### The metal 2 layer

Cells faint in the background.
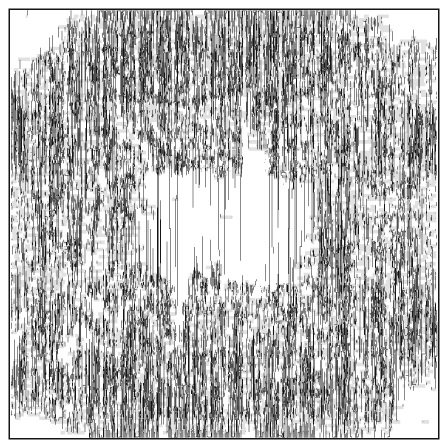
### Register map, names as in the netlist

Other sequential cells in the stronger grey, the rest of the logic in the fainter grey.
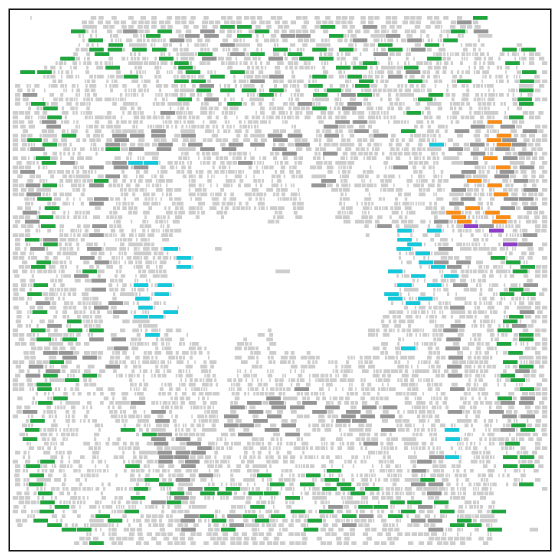
===== src/rtl/ik_ctrl_pkg.sv =====
// Shared types and fixed-point helpers for the IK iteration sequencer.
// Joint words are signed WORD-bit fixed point with Q_FRAC fractional bits.
package ik_ctrl_pkg;

  localparam int WORD   = 36;
  localparam int Q_FRAC = 16;

  localparam logic signed [WORD-1:0] Q_MAX = {1'b0, {(WORD-1){1'b1}}};
  localparam logic signed [WORD-1:0] Q_MIN = {1'b1, {(WORD-1){1'b0}}};

  typedef enum logic [2:0] {
    IDLE,
    LOAD,
    LAUNCH,
    WAIT,
    UPDATE,
    CHECK,
    DONE
  } state_t;

  // One guard bit catches overflow; clamp to the representable range.
  function automatic logic signed [WORD-1:0] sat_add(input logic signed [WORD-1:0] a,
                                                    input logic signed [WORD-1:0] b);
    logic signed [WORD:0] s;
    s = {a[WORD-1], a} + {b[WORD-1], b};
    if (s[WORD] != s[WORD-1]) begin
      return s[WORD] ? Q_MIN : Q_MAX;
    end
    return s[WORD-1:0];
  endfunction

  // The most negative value has no positive twin, so it maps to Q_MAX.
  function automatic logic [WORD-1:0] abs_mag(input logic signed [WORD-1:0] x);
    if (x == Q_MIN) begin
      return Q_MAX;
    end
    if (x[WORD-1]) begin
      return WORD'(-x);
    end
    return x;
  endfunction

endpackage


===== src/rtl/ik_ctrl_joint_upd.sv =====
// One joint's update step: saturating q + delta and the per-joint tolerance test.
// A frozen joint holds its value and never blocks convergence.
module ik_ctrl_joint_upd
  import ik_ctrl_pkg::*;
(
  input  logic [WORD-1:0] i_q,
  input  logic [WORD-1:0] i_delta,
  input  logic [WORD-1:0] i_tol,
  input  logic            i_mask,
  output logic [WORD-1:0] o_q_next,
  output logic            o_within
);

  logic [WORD-1:0] w_sum;

  assign w_sum    = sat_add(i_q, i_delta);
  assign o_q_next = i_mask ? w_sum : i_q;
  assign o_within = !i_mask || (abs_mag(i_delta) <= i_tol);

endmodule


===== src/rtl/ik_iter_ctrl.sv =====
// Iteration sequencer for the IK datapath: launch, wait, apply deltas, test for stop.
// Optional datapath watchdog enabled by defining IK_WATCHDOG_EN.
module ik_iter_ctrl
  import ik_ctrl_pkg::*;
#(
  parameter int N_JOINT = 6,
  parameter int ITER_W  = 16
`ifdef IK_WATCHDOG_EN
  ,
  parameter int WDOG_CYCLES = 4096
`endif
) (
  input  logic                      i_clk,
  input  logic                      i_rst_n,
  input  logic                      i_start,
  input  logic                      i_abort,
  input  logic [ITER_W-1:0]         i_max_iter,
  input  logic [WORD-1:0]           i_tol,
  input  logic [N_JOINT-1:0]        i_joint_mask,
  input  logic [N_JOINT*WORD-1:0]   i_q_init,
  output logic                      o_dp_rst,
  output logic                      o_dp_start,
  input  logic                      i_dp_done,
  input  logic [N_JOINT*WORD-1:0]   i_dp_delta,
  output logic [N_JOINT*WORD-1:0]   o_q,
  output logic                      o_busy,
  output logic                      o_done,
  output logic                      o_converged,
  output logic                      o_err,
  output logic [ITER_W-1:0]         o_iter_count
);

  state_t                    r_state, w_next;
  logic [N_JOINT*WORD-1:0]   r_q, r_delta, w_q_next;
  logic [N_JOINT-1:0]        w_within;
  logic [WORD-1:0]           r_tol;
  logic [ITER_W-1:0]         r_max_iter, r_iter;
  logic                      r_conv, r_done, r_converged;
  logic                      w_wdog_exp;

`ifdef IK_WATCHDOG_EN
  localparam int WDOG_W = $clog2(WDOG_CYCLES + 1);
  logic [WDOG_W-1:0] r_wdog;
  logic              r_err;

  // Counter is held at zero outside WAIT, so it restarts on every entry.
  always_ff @(posedge i_clk or negedge i_rst_n) begin
    if (!i_rst_n) begin
      r_wdog <= '0;
    end else if (r_state != WAIT) begin
      r_wdog <= '0;
    end else if (!i_dp_done) begin
      r_wdog <= r_wdog + WDOG_W'(1);
    end
  end

  assign w_wdog_exp = (r_wdog == WDOG_W'(WDOG_CYCLES - 1));
  assign o_err      = r_err;
`else
  assign w_wdog_exp = 1'b0;
  assign o_err      = 1'b0;
`endif

  for (genvar g = 0; g < N_JOINT; g++) begin : g_joint
    ik_ctrl_joint_upd u_upd (
      .i_q      (r_q[g*WORD +: WORD]),
      .i_delta  (r_delta[g*WORD +: WORD]),
      .i_tol    (r_tol),
      .i_mask   (i_joint_mask[g]),
      .o_q_next (w_q_next[g*WORD +: WORD]),
      .o_within (w_within[g])
    );
  end

  always_ff @(posedge i_clk or negedge i_rst_n) begin
    if (!i_rst_n) begin
      r_state <= IDLE;
    end else begin
      r_state <= w_next;
    end
  end

  // Abort from any active state overrides every other transition.
  always_comb begin
    w_next = r_state;
    case (r_state)
      IDLE:    if (i_start && !i_abort) w_next = LOAD;
      LOAD:    w_next = (i_max_iter == '0) ? DONE : LAUNCH;
      LAUNCH:  w_next = WAIT;
      WAIT: begin
        if (i_dp_done)       w_next = UPDATE;
        else if (w_wdog_exp) w_next = DONE;
      end
      UPDATE:  w_next = CHECK;
      CHECK: begin
        if (r_conv)                    w_next = DONE;
        else if (r_iter == r_max_iter) w_next = DONE;
        else                           w_next = LAUNCH;
      end
      DONE:    w_next = IDLE;
      default: w_next = IDLE;
    endcase
    if (i_abort && r_state != IDLE) w_next = IDLE;
  end

  always_ff @(posedge i_clk or negedge i_rst_n) begin
    if (!i_rst_n) begin
      r_q         <= '0;
      r_delta     <= '0;
      r_tol       <= '0;
      r_max_iter  <= '0;
      r_iter      <= '0;
      r_conv      <= 1'b0;
      r_done      <= 1'b0;
      r_converged <= 1'b0;
`ifdef IK_WATCHDOG_EN
      r_err       <= 1'b0;
`endif
    end else if (i_abort && r_state != IDLE) begin
      r_done <= 1'b0;
    end else begin
      case (r_state)
        IDLE: begin
          if (i_start && !i_abort) begin
            r_done      <= 1'b0;
            r_converged <= 1'b0;
            r_iter      <= '0;
`ifdef IK_WATCHDOG_EN
            r_err       <= 1'b0;
`endif
          end
        end
        LOAD: begin
          r_q        <= i_q_init;
          r_tol      <= i_tol;
          r_max_iter <= i_max_iter;
          if (i_max_iter == '0) r_done <= 1'b1;
        end
        WAIT: begin
          if (i_dp_done) begin
            r_delta <= i_dp_delta;
          end
`ifdef IK_WATCHDOG_EN
          else if (w_wdog_exp) begin
            r_done <= 1'b1;
            r_err  <= 1'b1;
          end
`endif
        end
        UPDATE: begin
          r_q    <= w_q_next;
          r_iter <= r_iter + ITER_W'(1);
          r_conv <= &w_within;
        end
        CHECK: begin
          if (r_conv) begin
            r_done      <= 1'b1;
            r_converged <= 1'b1;
          end else if (r_iter == r_max_iter) begin
            r_done <= 1'b1;
          end
        end
        default: ;
      endcase
    end
  end

  assign o_busy       = (r_state == LOAD) || (r_state == LAUNCH) || (r_state == WAIT) ||
                        (r_state == UPDATE) || (r_state == CHECK);
  assign o_dp_rst     = !((r_state == LAUNCH) || (r_state == WAIT));
  assign o_dp_start   = (r_state == LAUNCH);
  assign o_q          = r_q;
  assign o_done       = r_done;
  assign o_converged  = r_converged;
  assign o_iter_count = r_iter;

endmodule


===== config.mk =====
export PLATFORM = sky130hd
export DESIGN_NAME = ik_iter_ctrl
export DESIGN_NICKNAME = d
export VERILOG_FILES = /design/src/rtl/ik_ctrl_pkg.sv /design/src/rtl/ik_ctrl_joint_upd.sv /design/src/rtl/ik_iter_ctrl.sv
export SDC_FILE = /design/constraint.sdc
export NUM_CORES = 2
export LEC_CHECK = 0
export CAP_MARGIN = 20
export CELL_PAD_IN_SITES_DETAIL_PLACEMENT = 0
export CELL_PAD_IN_SITES_GLOBAL_PLACEMENT = 1
export CORE_UTILIZATION = 41
export DETAILED_ROUTE_END_ITERATION = 12
export PLACE_DENSITY = 0.83
export SLEW_MARGIN = 20
export SYNTH_ARGS = -nofsm -noshare
export SYNTH_HDL_FRONTEND = slang
export SYNTH_SLANG_ARGS = --single-unit
export TNS_END_PERCENT = 100

===== constraint.sdc =====
create_clock -name i_clk -period 6.2 [get_ports i_clk]
set_input_delay 0.93 -clock i_clk [delete_from_list [all_inputs] [get_ports i_clk]]
set_output_delay 0.93 -clock i_clk [all_outputs]
set_load 0.01 [all_outputs]

==> reports/metrics.yaml <==
outcome:
  status: "finished, final reports clean"
pwr:
  power_mw: 22.9
  top_power_group: "combinational logic"
  pg_clk_mw: 3.99
  p_per_area_nw_per_um2: 428
  clkPwrFrac_pct: 17.4
  combPwrFrac_pct: 58.1
  powerComb_mw: 13.3
  swShare_pct: 46.1
  p_switching_mw: 10.6
  pg_seq_mw: 5.62
  ir_drop_mv: 0.295
  p_int_mw: 12.4
  seqPwrFrac_pct: 24.5
  p_leak_nw: 24.6
route:
  vias_per_cell: 5.83
  vias: 40930
  wl_per_cell_microns: 22.8
  routed_wl_microns: 160000
  drtIter0Drc: 2696
  drc: 0
  first_pass_iters: 5
  ant_nets: 0
clock_network:
  cts_tree: "yes"
  htreeDepth: 3
  post-cts-setup-buffer-count: 0
  cts_hold_buf: 0
  cts_root_buf: "clkbuf_16"
  ctsResizeCount: 0
  cts_buffers: 66
  path_clk_slew_ps: 60
  cts_buffer_depth: 3
  clock_sinks: 506
  clock_latency_ps: 640
floorplan:
  fp-utilization_pct: 41.6
  io_pins: 733
  die_w_microns: 324
  core_area_sq_um: 102000
  taps: 1368
  rows: 117
  dieArea_sq_um: 105000
  fp.dieH_microns: 324
hold_path:
  hold_path_class: "in2async"
cells_and_area:
  multi_input_comb_cells: 4123
  seq_area_share_pct: 23.6
  layout-drive-gt1-share_pct: 8.08
  combGateArea_sq_um: 28700
  final_util_pct: 52.3
  n_all_inverters: 114
  fin_cells: 7025
  nonClkBufAreaFrac_pct: 14.6
  nets: 6549
  area_delta_synth_final_pct: 25.7
  flop-count: 506
  final_area_sq_um: 53600
  n_fill_cell: 9602
  signal_buffers: 788
  clockBufferCount: 86
  clock_area_share_pct: 4.07
  largest_class: "multi-input combinational cells"
  regArea_sq_um: 12700
  n_antenna_cell: 12
  comb_area_share_pct: 53.6
yosys:
  async_reset_ff_share_pct: 100
  syn_inst: 4976
  fp_nets: 5926
  syn-cell-area_sq_um: 42600
  ys_warn_count: 0
  yosysTopAreaCellShare_pct: 29.7
  ys_area_sq_um: 42600
  ys_seq_share_pct: 29.7
  avgSynthCellArea_sq_um: 8.56
  edf_count: 0
  ys_types: 82
  synth_top_flop_cell: "dfrtp_1"
  yosysCellCount: 4976
  area_leaders: "dfrtp_1 30%, ha_1 13%, mux2_2 6.3%"
  top_area_cell: "dfrtp_1"
  ys_ff: 506
critical_path:
  critPathSlowestCell: "or4_1"
  endpoint_kind: "register"
  cp.arrival_ps: 6210
  required_ps: 6730
  slowest_delay_ps: 550
  cpLargestDelayFamily: "simple AND/OR/NAND/NOR gates"
  crit_buf_inv: 2
  startpoint_type: "register"
  worstSetupPathType: "reg2reg"
  critical_path_peak_fanout: 19
  path_cells: "or4_1, or2_2, nor3_1, nand2_1, or3_1, or3_1, or2_2, inv_1, nand2_1, buf_4, nand2_1, ha_1, a21o_1, a21oi_1, nor2_1, a211oi_1, nor3_1, a2111oi_0, nor2_1, a311o_1, o41ai_1"
  cp_common_cell: "nand2_1"
grt:
  grt_overflow_total: 0
  antenna_found_initial: 21
  first_global_vias: 40040
  grt_pass1_wl_microns: 243000
  grt_max_degree: 153
  track_usage_pct: 29.6
sta:
  finalSetupViolCount: 0
  fmax_mhz: 176
  setup_slack_ps: 518
  skew_ps: 32.9
  fin_crit_sh_pct: 91.6
  slew_violations: 0
  hold_viol_final: 0
  min_period_ps: 5680
  grt_setup_unrepaired: "false"
  tns_ps: 0
  whs_ps: 324
  tightest_slew_ps: 1100
  max_slew_margin_pct: 25.0
placed_design:
  dp_cells: 6899
  numPortBuffers: 731
  hpwlAfterDp_microns: 123000
  dpl-instance-area_sq_um: 51300
  place_ws_ps: 373
  place_congestion: 0.931
run:
  warnings: 40
  maxCapViolCount: 0
## Picture notes: 'The metal 2 layer'
share of all routed wire: 47%
wire length on this layer: 74.5 mm
longest straight run: 144 microns

## Picture notes: 'Register map, names as in the netlist'
legend:
  cyan:
    netlist_name: r_tol
    flops: 36
  orange:
    netlist_name: o_iter_count
    flops: 16
  green:
    netlist_name: o_q
    flops: 216
    where: widely spread
  purple:
    netlist_name: r_state
    flops: 3
not coloured: 235

logic make-up after synthesis:
family	Yosys count	share of synthesized area, %
AND-OR/OR-AND	1562	23.0
AND/OR/NAND/NOR	1463	16.0
flip-flops	506	29.7
adder cells (fa/ha/maj)	457	13.5
XOR/XNOR	394	8.10
buffers and inverters	347	3.07
multiplexers	246	6.48
other	1	0.00880
cells in the mapped netlist, drive strengths merged (83+ instances only):
cell type and count:
a21o 193, a21oi 301, clkbuf 224, dfrtp 506, ha 449, inv 113
mux2 239, nand2 585, nand4 87, nor2 340, o21ai 518, o31ai 96
or3 83, xnor2 109, xor2 285
placed cells by master (no fill, tap or decap), drive strengths merged, types with 116 or more instances in the layout:
master	netlist	layout
a21o	193	193
clkdlybuf4s50	0	730
nand2	585	585
dfrtp	506	506
xor2	285	285
ha	449	449
o21ai	518	518
a21oi	301	301
nor2	340	340
mux2	239	239
inv	113	116
final timing paths:
check	startpoint	end	slack [ps]	depth (start not counted)
worst max-delay path	r_delta[41]$_DFFE_PN0P_	r_conv$_DFFE_PN0P_	520	21
max in group asynchronous	i_rst_n	o_q[66]$_DFFE_PN0P_	4430	2
min in group i_clk	o_q[101]$_DFFE_PN0P_	o_q[101]$_DFFE_PN0P_	520	2
worst min-delay path	i_rst_n	o_q[139]$_DFFE_PN0P_	320	1
worst min register to register	o_q[101]$_DFFE_PN0P_	o_q[101]$_DFFE_PN0P_	520	2
worst max register to register	r_delta[41]$_DFFE_PN0P_	r_conv$_DFFE_PN0P_	520	21
per-layer routing:
| layer | vias up | track usage, % | wire length (microns) |
|---|---|---|---|
| met2 | 1411 | 48.2 | 74500 |
| met3 | 303 | 4.46 | 9680 |
| met5 | - | 0 | 104 |
| met4 | 18 | 12.5 | 6420 |
| met1 | 19660 | 38.9 | 69500 |
| li1 | 19538 | - | - |
No activity file was given, so power comes from the tool's default toggle rates.
